<file path="config.mk">
export PLATFORM = sky130hd
export DESIGN_NAME = hwpe_stream_rr_burst_arbiter
export DESIGN_NICKNAME = d
export VERILOG_FILES = /design/src/rtl/hwpe_stream_rr_burst_arbiter.sv
export SDC_FILE = /design/constraint.sdc
export NUM_CORES = 1
export LEC_CHECK = 0
export CORE_ASPECT_RATIO = 0.75
export CORE_MARGIN = 8
export CORE_UTILIZATION = 30
export CTS_CLUSTER_DIAMETER = 30
export CTS_CLUSTER_SIZE = 16
export DETAILED_ROUTE_END_ITERATION = 8
export PLACE_DENSITY = 0.95
export RECOVER_POWER = 25
export SYNTH_ARGS = -nofsm -noshare
export SYNTH_HDL_FRONTEND = slang
export SYNTH_SLANG_ARGS = --single-unit
</file>
<file path="constraint.sdc">
create_clock -name clk_i -period 4.5 [get_ports clk_i]
set_input_delay 0.9 -clock clk_i [delete_from_list [all_inputs] [get_ports clk_i]]
set_output_delay 0.9 -clock clk_i [all_outputs]
set_load 0.01 [all_outputs]
</file>
<file path="src/rtl/hwpe_stream_rr_burst_arbiter.sv">
// Round-robin arbiter that locks one HWPE-Stream requester for up to MAX_BURST beats.
// Define HWPE_STREAM_RR_PRIO_EN to add prio_mask_i, which favours masked requesters in IDLE.
module hwpe_stream_rr_burst_arbiter #(
    parameter int unsigned NB_IN      = 4,
    parameter int unsigned DATA_WIDTH = 32,
    parameter int unsigned MAX_BURST  = 4,
    localparam int unsigned STRB_W    = DATA_WIDTH / 8,
    localparam int unsigned IDX_W     = $clog2(NB_IN),
    localparam int unsigned CNT_W     = $clog2(MAX_BURST + 1)
) (
    input  logic                        clk_i,
    input  logic                        rst_i,
    input  logic                        clear_i,
`ifdef HWPE_STREAM_RR_PRIO_EN
    input  logic [NB_IN-1:0]            prio_mask_i,
`endif
    input  logic [NB_IN-1:0]            push_valid_i,
    output logic [NB_IN-1:0]            push_ready_o,
    input  logic [NB_IN*DATA_WIDTH-1:0] push_data_i,
    input  logic [NB_IN*STRB_W-1:0]     push_strb_i,
    output logic                        pop_valid_o,
    input  logic                        pop_ready_i,
    output logic [DATA_WIDTH-1:0]       pop_data_o,
    output logic [STRB_W-1:0]           pop_strb_o,
    output logic [IDX_W-1:0]            grant_idx_o,
    output logic                        busy_o
);

    typedef enum logic {
        IDLE = 1'b0,
        LOCK = 1'b1
    } state_e;

    state_e           state_q, state_d;
    logic [IDX_W-1:0] grant_q, grant_d;
    logic [IDX_W-1:0] rr_ptr_q, rr_ptr_d;
    logic [CNT_W-1:0] cnt_q, cnt_d;
    logic [IDX_W-1:0] winner;
    logic [IDX_W-1:0] ptr_inc;
    logic [NB_IN-1:0] cand;
    int unsigned      srch;
    logic             found;
    logic             g_valid;
    logic             beat;
    logic             last_beat;
    logic             dry;

`ifdef HWPE_STREAM_RR_PRIO_EN
    always_comb begin : prio_filter
        cand = push_valid_i & prio_mask_i;
        if (cand == '0) begin
            cand = push_valid_i;
        end
    end
`else
    assign cand = push_valid_i;
`endif

    // Cyclic first-one search starting at rr_ptr_q.
    always_comb begin : rr_search
        winner = '0;
        found  = 1'b0;
        srch   = 0;
        for (int unsigned i = 0; i < NB_IN; i++) begin
            srch = (32'(rr_ptr_q) + i) % NB_IN;
            if (!found && cand[IDX_W'(srch)]) begin
                found  = 1'b1;
                winner = IDX_W'(srch);
            end
        end
    end

    assign g_valid   = push_valid_i[grant_q];
    assign beat      = g_valid & pop_ready_i;
    assign dry       = ~g_valid & pop_ready_i;
    assign last_beat = (cnt_q == CNT_W'(MAX_BURST - 1));
    assign ptr_inc   = (grant_q == IDX_W'(NB_IN - 1)) ?
                       '0 : grant_q + IDX_W'(1);

    always_ff @(posedge clk_i) begin : state_reg
        if (rst_i || clear_i) begin
            state_q  <= IDLE;
            grant_q  <= '0;
            rr_ptr_q <= '0;
            cnt_q    <= '0;
        end else begin
            state_q  <= state_d;
            grant_q  <= grant_d;
            rr_ptr_q <= rr_ptr_d;
            cnt_q    <= cnt_d;
        end
    end

    always_comb begin : next_state
        state_d  = state_q;
        grant_d  = grant_q;
        rr_ptr_d = rr_ptr_q;
        cnt_d    = cnt_q;
        case (state_q)
            IDLE: begin
                if (found) begin
                    state_d = LOCK;
                    grant_d = winner;
                    cnt_d   = '0;
                end
            end
            LOCK: begin
                if ((beat && last_beat) || dry) begin
                    state_d  = IDLE;
                    rr_ptr_d = ptr_inc;
                    cnt_d    = '0;
                end else if (beat) begin
                    cnt_d = cnt_q + CNT_W'(1);
                end
            end
            default: begin
                state_d = IDLE;
                cnt_d   = '0;
            end
        endcase
    end

    // Data/strobe forced to zero whenever the granted source is not valid.
    always_comb begin : outputs
        push_ready_o = '0;
        pop_valid_o  = 1'b0;
        pop_data_o   = '0;
        pop_strb_o   = '0;
        busy_o       = 1'b0;
        grant_idx_o  = '0;
        case (state_q)
            LOCK: begin
                busy_o                = 1'b1;
                grant_idx_o           = grant_q;
                pop_valid_o           = g_valid;
                push_ready_o[grant_q] = pop_ready_i;
                if (g_valid) begin
                    pop_data_o = push_data_i[32'(grant_q)*DATA_WIDTH +: DATA_WIDTH];
                    pop_strb_o = push_strb_i[32'(grant_q)*STRB_W +: STRB_W];
                end
            end
            default: begin
                push_ready_o = '0;
            end
        endcase
    end

endmodule

</file>
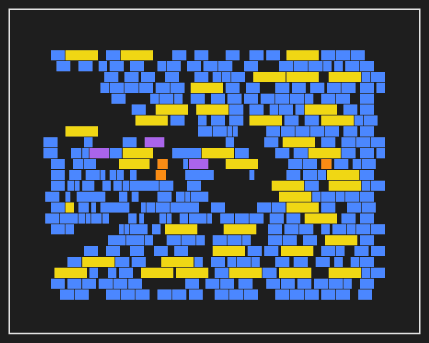
Run 1: cells by drive strength
(4 px per um)
| color | size | cells | most used |
|---|---|---|---|
| yellow | drive 2 | 40 | mux4_2 |
| orange | drive 3 to 4 | 3 | buf_4 |
| blue | drive 1 or less | 291 | clkdlybuf4s50_1 |
| purple | drive 6 and up | 3 | clkbuf_8 |

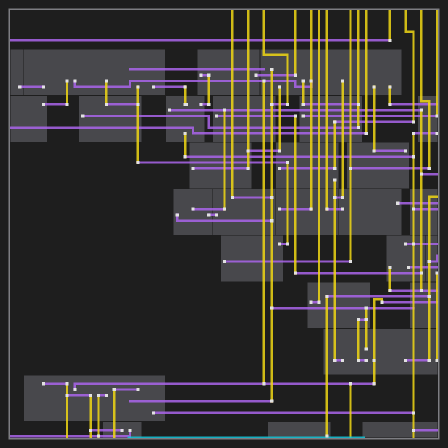
Run 1: zoomed window
Region (13, 48) to (38, 73) um. Cells in gray, sequential cells in the stronger gray; small squares are vias.
| color | layer |
|---|---|
| purple | met1 |
| cyan | met3 |
| yellow | met2 |
cells with their middle in the window: 21
sequential cells in the window: 0
most frequent: clkdlybuf4s50_1 (12), mux4_2 (4), and3_1 (3)

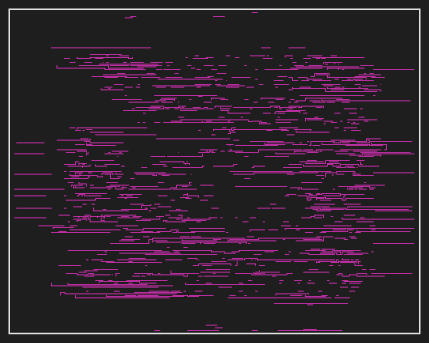
Run 1: the metal 1 layer
(4 px per um)
nets with wire on the layer: 444
wire length on this layer: 3250 um
longest straight run: 32.2 um
main direction: horizontal
share of all routed wire: 35%
met1 usage: 23.0%
overall routed net length: 9190 um
Vias: 2161

==> flow_metrics.py, run 1 <==
# Physical implementation metrics
metrics = {
    "power_and_ir_drop": {
        "cellPowerDensity_nw_per_um2": 113,
        "top_power_group": "combinational logic",
        "sequentialPower_uw": 78.0,
        "power_switching_uw": 102,
        "power_uw": 417,
        "power.internal_uw": 316,
    },
    "final_layout": {
        "inverters_excl_clock": 9,
        "largest_reg_flops": 3,
        "clkCellAreaFrac_pct": 1.12,
        "num-nonclk-buffers": 199,
        "area_growth_pct": 120,
        "top_register": "cnt_q",
        "layout.cells.non_filler": 412,
        "dominant_cells": "non-clock buffers",
        "logic_area_um2": 1370,
        "seq_share_pct": 4.42,
        "comb-cell-share_pct": 37.3,
        "numSequentialCells": 8,
        "logic_gates": 118,
    },
    "final_timing": {
        "slew_headroom_pct": 37.0,
        "rsz0062_at_grt": "false",
        "slew_violations": 0,
        "whs_ns": 0.450,
        "fin_ws_ns": 0.479,
        "fin_setup_tns_ns": 0,
        "worst_pin_slew_ns": 0.945,
        "hold_viol": 0,
        "setup_viol_count_final": 0,
        "fin_crit_ns": 4.02,
        "clock-skew-final_ns": 0.00252,
    },
    "synthesis": {
        "xor_share_pct": 0,
        "synth_area_per_cell_um2": 10.9,
        "syn_nets": 311,
        "ys_cells": 153,
        "top_cell": "and3_1",
        "adder_share_pct": 4.49,
        "yosys-top-cells-count": "and3_1 (40), mux4_2 (37), clkbuf_1 (10), inv_1 (9), dfxtp_1 (8)",
        "edf_count": 0,
        "ys.flop_type": "dfxtp_1",
        "yosysWarnings": 0,
        "ys_chip_area_um2": 1670,
        "top_area_cell": "mux4_2",
        "synth-compound-area-share_pct": 6.66,
        "synth_cell_type_count": 29,
        "async_flop_share_pct": 0,
    },
    "placement": {
        "dpl_cell_area_um2": 3660,
        "dpl.hpwl_um": 7780,
        "io_buffers": 195,
        "gp_congestion": 0.797,
        "dp_slack_ns": 0.560,
    },
    "setup_path": {
        "cp_top_family": "buffers and inverters",
        "cp-start-kind": "input pin",
        "reg2reg_slack_ns": 2.13,
        "cp_slowest_cell": "mux4_2",
        "worstRegToRegCells": 5,
        "end_kind": "output port",
        "path_buffers": 2,
        "crit_type": "input pin to output port",
        "max_stage_delay_ns": 0.79,
        "startpoint": "push_valid_i[0]",
        "timing.critical_path.depth": 4,
        "r2r_end": "rr_ptr_q[1]$_SDFFE_PP0P_",
        "crit_arrival_ns": 3.12,
    },
    "cts": {
        "cts.sinks": 8,
        "cts_buffer_depth": 2,
        "worstSkewPairLatency_ns": 0.23,
        "htreeDepth": 1,
        "cts_tree": "built",
        "cts_root_buf": "clkbuf_8",
        "numCtsBuffers": 3,
        "holdBufCountCts": 0,
    },
    "die": {
        "n_tap_cell": 75,
        "rows": 23,
        "chip_area_um2": 8250,
        "fp_util_pct": 31.3,
        "fp.dieW_um": 102,
    },
    "global_routing": {
        "grt_use_met2_pct": 39.4,
        "grt_pass1_wl_um": 13300,
        "antenna_found_initial": 0,
        "met3_usage_pct": 6.22,
        "grt-busiest-layer": "met2",
        "grt_pass1_vias": 2284,
        "grt-ovfl-total": 0,
    },
    "min_path": {
        "worstHoldPathType": "flip-flop to flip-flop",
        "hp-start": "cnt_q[1]$_SDFFE_PP0P_",
        "whs_path_depth": 2,
        "hold_end": "cnt_q[1]$_SDFFE_PP0P_",
    },
    "detailed_routing": {
        "dr_wl_met3_um": 925,
        "highest_layer": "met4",
        "viasPerCell": 5.25,
        "avgRoutedWirePerCell_um": 22.3,
        "drtIter0Drc": 56,
        "dr_wl_met2_um": 4940,
        "first_pass_iters": 6,
    },
    "run": {
        "warning_count": 29,
        "maxCapViolations": 0,
    },
    "run_status": {
        "status": "completed",
    },
}
## Run 2: what changed since run 1
- GPL_ROUTABILITY_DRIVEN: unset -> 0
- RECOVER_POWER: 25 -> unset
==> run 2 against run 1 <==
Total power is 0.46% higher. Combinational power hardly changed. Non-clock buffer count stayed put. Setup slack better by 0.084 ns. Clock power hardly changed. Flip-flop count stayed put. Synthesized cell count stayed put. Cell area is 0.41% higher. Clock skew hardly changed. Largest cell class unchanged. Register-to-register slack better by 0.27 ns. Via count is 0.32% higher.
==> flow_metrics.py, run 2 <==
# Physical implementation metrics
metrics = {
    "cts": {
        "cts_tree": "built",
        "worstSkewPairLatency_ns": 0.23,
        "htreeDepth": 1,
        "cts_setup_buffers": 0,
        "path_clk_slew_ns": 0.04,
        "cts_buffer_depth": 2,
        "cts.sinks": 8,
        "holdBufCountCts": 0,
        "ctsResizeCount": 0,
        "numCtsBuffers": 3,
        "cts_root_buf": "clkbuf_8",
    },
    "setup_path": {
        "r2r_end": "rr_ptr_q[1]$_SDFFE_PP0P_",
        "end_kind": "output port",
        "path_buffers": 2,
        "timing.critical_path.depth": 4,
        "cp_slowest_cell": "mux4_2",
        "max_stage_delay_ns": 0.72,
        "cp_top_family": "buffers and inverters",
        "reg2reg_slack_ns": 2.40,
        "worstRegToRegCells": 5,
        "rr_startpoint": "grant_q[0]$_SDFFE_PP0P_",
        "crit_type": "input pin to output port",
        "startpoint": "push_valid_i[0]",
        "cp-start-kind": "input pin",
        "crit_path_max_fanout": 39,
        "cp-endpoint": "pop_data_o[31]",
        "crit_arrival_ns": 3.04,
    },
    "final_layout": {
        "comb-cell-share_pct": 37.4,
        "logic_gates": 118,
        "inverters_excl_clock": 9,
        "layout.cells.non_filler": 412,
        "numSequentialCells": 8,
        "logic_area_um2": 1380,
        "n_clock_buffer": 3,
        "area_growth_pct": 121,
        "largest_reg_flops": 3,
        "clkCellAreaFrac_pct": 1.12,
        "regArea_um2": 163,
        "num-nonclk-buffers": 199,
        "drive_above_1_share_pct": 14.2,
        "dominant_cells": "non-clock buffers",
        "top_register": "cnt_q",
    },
    "detailed_routing": {
        "dr_wl_met2_um": 4950,
        "ant_nets": 0,
        "first_pass_iters": 6,
        "viasPerCell": 5.26,
        "wl_met1_um": 3300,
        "num_vias": 2168,
        "drtIter0Drc": 57,
        "routed_wl_um": 9210,
        "dr_wl_met3_um": 880,
        "highest_layer": "met4",
    },
    "synthesis": {
        "adder_share_pct": 4.49,
        "xor_share_pct": 0,
        "synth_cell_type_count": 29,
        "ys_chip_area_um2": 1670,
        "ys.flop_type": "dfxtp_1",
        "async_flop_share_pct": 0,
        "top_cell_area_share_pct": 49.8,
        "synth_cells": 153,
        "top_cell": "and3_1",
        "edf_count": 0,
        "ys_cells": 153,
        "ys_sh_mux_pct": 51.0,
        "syn_nets": 311,
        "synth_area_per_cell_um2": 10.9,
        "yosysWarnings": 0,
        "yosys-top-cells-count": "and3_1 (40), mux4_2 (37), clkbuf_1 (10), inv_1 (9), dfxtp_1 (8)",
        "top_area_cell": "mux4_2",
        "synth-compound-area-share_pct": 6.66,
        "top_cells_by_area": "mux4_2 (50%), and3_1 (15%), dfxtp_1 (9.6%)",
    },
    "final_timing": {
        "whs_ns": 0.450,
        "fin_setup_tns_ns": 0,
        "fin_crit_ns": 3.94,
        "rsz0062_at_grt": "false",
        "slew_violations": 0,
        "slew_headroom_pct": 52.1,
        "hold_viol": 0,
        "fmax_mhz": 254,
        "clock-skew-final_ns": 0.00257,
        "worst_pin_slew_ns": 0.718,
        "fin_ws_ns": 0.563,
        "setup_viol_count_final": 0,
    },
    "power_and_ir_drop": {
        "sequentialPower_uw": 78.0,
        "vdd_drop_max_v": 0.000160,
        "power_switching_uw": 103,
        "cellPowerDensity_nw_per_um2": 113,
        "power.internal_uw": 316,
        "pwr-share-comb_pct": 61.0,
        "power_uw": 419,
        "top_power_group": "combinational logic",
    },
    "placement": {
        "dpl.hpwl_um": 7780,
        "io_buffers": 195,
        "dpl_cell_area_um2": 3660,
        "dp_cells": 409,
        "dp_slack_ns": 0.560,
    },
    "die": {
        "n_tap_cell": 75,
        "chip_area_um2": 8250,
        "fp_util_pct": 31.3,
        "fp.dieW_um": 102,
    },
    "min_path": {
        "whs_path_depth": 2,
        "worstHoldPathType": "flip-flop to flip-flop",
        "hold_end": "cnt_q[1]$_SDFFE_PP0P_",
        "hp-start": "cnt_q[1]$_SDFFE_PP0P_",
    },
    "global_routing": {
        "grt-ovfl-total": 0,
        "grt_pass1_vias": 2284,
        "grt_use_met2_pct": 39.4,
        "grtUsageMet1_pct": 23.0,
        "grt_max_degree": 40,
        "grt_pass1_wl_um": 13300,
        "met3_usage_pct": 6.22,
        "antenna_found_initial": 0,
    },
    "run_status": {
        "status": "completed",
    },
    "run": {
        "maxCapViolations": 0,
        "warning_count": 29,
    },
}
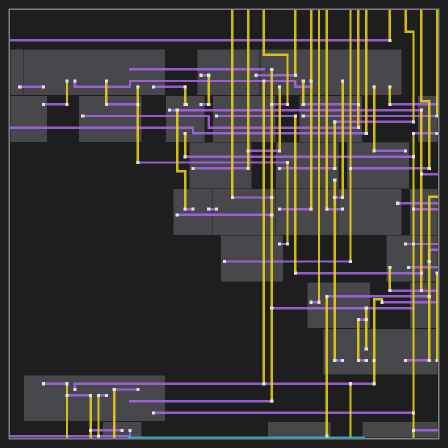
Run 2: zoomed window
Region (13, 48) to (38, 73) um. Cells in gray, sequential cells in the stronger gray; small squares are vias.
| color | layer |
|---|---|
| purple | met1 |
| yellow | met2 |
| cyan | met3 |
most frequent: clkdlybuf4s50_1 (13), mux4_2 (4), and3_1 (3)
cells with their middle in the window: 21
sequential cells in the window: 0

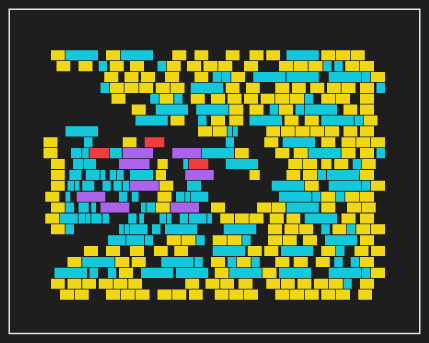
Run 2: cells colored by class
(4 px per um)
| color | class | cells | share of their area |
|---|---|---|---|
| yellow | other buffers and delay cells | 199 | 55% |
| red | cells driving clock nets | 3 | 1.1% |
| cyan | all other logic | 127 | 39% |
| purple | flops | 8 | 4.5% |
Core Area: 5350 um^2
FP Rows: 23
Seq area share: 4.40%
Final Instance Area: 3700 um^2

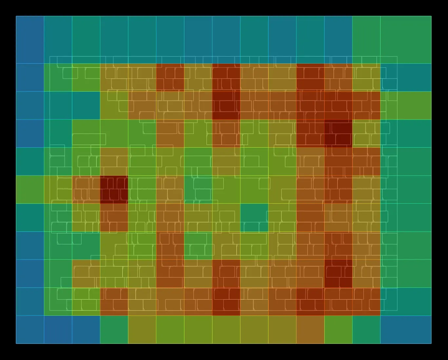
Run 2: track usage over the die
Util after Layout: 69.1%
grt peak-use layer: met2
Avg WL per Cell: 22.3 um

## Run 3: what changed since run 2
- CAP_MARGIN: unset -> 20
==> run 3 against run 2 <==
Routed wire length did not move. Setup slack did not move. Non-clock buffer count did not move. Synthesized cell count did not move. Utilization did not move. Die area did not move. Critical endpoint unchanged.
==> flow_metrics.py, run 3 <==
# Physical implementation metrics
metrics = {
    "synthesis": {
        "xor_share_pct": 0,
        "async_flop_share_pct": 0,
        "top_cell": "and3_1",
        "yosys-top-cells-count": "and3_1 (40), mux4_2 (37), clkbuf_1 (10), inv_1 (9), dfxtp_1 (8)",
        "edf_count": 0,
        "top_area_cell": "mux4_2",
        "ys_sh_mux_pct": 51.0,
        "synth_cell_type_count": 29,
        "top_cells_by_area": "mux4_2 (50%), and3_1 (15%), dfxtp_1 (9.6%)",
        "ys_chip_area_um2": 1670,
        "synth_cells": 153,
    },
    "cts": {
        "htreeDepth": 1,
        "cts.sinks": 8,
        "ctsResizeCount": 0,
        "cts_root_buf": "clkbuf_8",
        "cts_buffer_depth": 2,
        "numCtsBuffers": 3,
        "worstSkewPairLatency_ns": 0.23,
        "path_clk_slew_ns": 0.04,
        "holdBufCountCts": 0,
        "cts_setup_buffers": 0,
        "cts_tree": "built",
    },
    "detailed_routing": {
        "dr_wl_met2_um": 4950,
        "routed_wl_um": 9210,
        "avgRoutedWirePerCell_um": 22.3,
        "viasPerCell": 5.26,
        "highest_layer": "met4",
        "drtIter0Drc": 57,
        "dr_wl_met3_um": 880,
        "num_vias": 2168,
        "ant_nets": 0,
    },
    "global_routing": {
        "grt_use_met2_pct": 39.4,
        "grt_pass1_vias": 2284,
        "grt_max_degree": 40,
        "grt-busiest-layer": "met2",
        "antenna_found_initial": 0,
        "grt_pass1_wl_um": 13300,
    },
    "min_path": {
        "worstHoldPathType": "flip-flop to flip-flop",
        "whs_path_depth": 2,
        "hp-start": "cnt_q[1]$_SDFFE_PP0P_",
        "hold_end": "cnt_q[1]$_SDFFE_PP0P_",
    },
    "final_timing": {
        "whs_ns": 0.450,
        "setup_viol_count_final": 0,
        "fin_crit_ns": 3.94,
        "hold_viol": 0,
        "clock-skew-final_ns": 0.00257,
        "fin_setup_tns_ns": 0,
        "slew_violations": 0,
        "slew_headroom_pct": 52.1,
        "rsz0062_at_grt": "false",
        "worst_pin_slew_ns": 0.718,
    },
    "die": {
        "fp_util_pct": 31.3,
        "n_tap_cell": 75,
        "chip_area_um2": 8250,
        "fp.dieW_um": 102,
        "core-area_um2": 5350,
    },
    "final_layout": {
        "drive_above_1_share_pct": 14.2,
        "logic_area_um2": 1380,
        "regArea_um2": 163,
        "comb-cell-share_pct": 37.4,
        "stdcell_area_um2": 3700,
        "fin_util_pct": 69.1,
        "inverters_excl_clock": 9,
        "n_clock_buffer": 3,
        "seq_share_pct": 4.40,
        "layout.cells.non_filler": 412,
        "numSequentialCells": 8,
        "logic_gates": 118,
        "largest_reg_flops": 3,
    },
    "power_and_ir_drop": {
        "power_uw": 419,
        "top_power_group": "combinational logic",
        "vdd_drop_max_v": 0.000160,
        "pwr-share-comb_pct": 61.0,
        "power_switching_uw": 103,
        "cellPowerDensity_nw_per_um2": 113,
        "power.internal_uw": 316,
    },
    "setup_path": {
        "crit_arrival_ns": 3.04,
        "cp-start-kind": "input pin",
        "timing.critical_path.depth": 4,
        "crit_path_max_fanout": 39,
        "startpoint": "push_valid_i[0]",
        "reg2reg_slack_ns": 2.40,
        "r2r_end": "rr_ptr_q[1]$_SDFFE_PP0P_",
        "cp-endpoint": "pop_data_o[31]",
        "path_buffers": 2,
        "cp_slowest_cell": "mux4_2",
        "crit_type": "input pin to output port",
        "worstRegToRegCells": 5,
    },
    "placement": {
        "dp_cells": 409,
    },
    "run_status": {
        "status": "completed",
    },
}
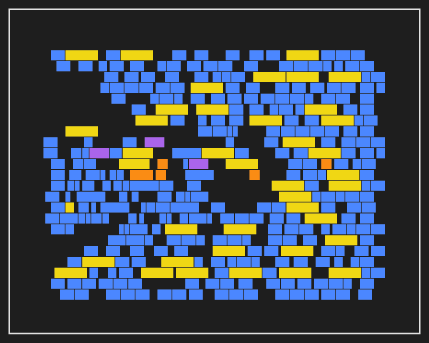
Run 3: cells by drive strength
(4 px per um)
| color | size | cells | most used |
|---|---|---|---|
| orange | drive 3 to 4 | 5 | buf_4 |
| blue | drive 1 or less | 289 | clkdlybuf4s50_1 |
| purple | drive 6 and up | 3 | clkbuf_8 |
| yellow | drive 2 | 40 | mux4_2 |
P&R area growth vs syn: 121%
Worst Setup Slack, final: 0.563 ns
layout buffer count excluding clock buffers: 199

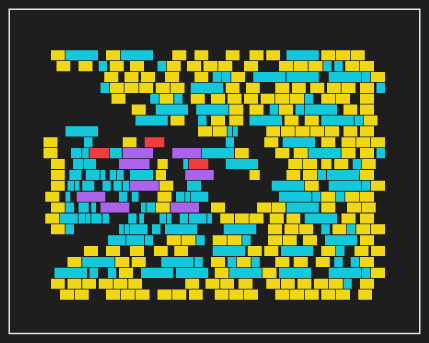
Run 3: cells colored by class
(4 px per um)
| color | class | cells | share of their area |
|---|---|---|---|
| purple | flops | 8 | 4.5% |
| red | cells driving clock nets | 3 | 1.1% |
| cyan | all other logic | 127 | 39% |
| yellow | other buffers and delay cells | 199 | 55% |

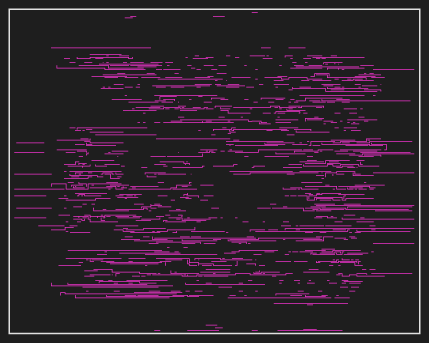
Run 3: the metal 1 layer
(4 px per um)
main direction: horizontal
nets with wire on the layer: 445
wire length on this layer: 3300 um
share of all routed wire: 36%

Power and IR drop assume default switching activity.
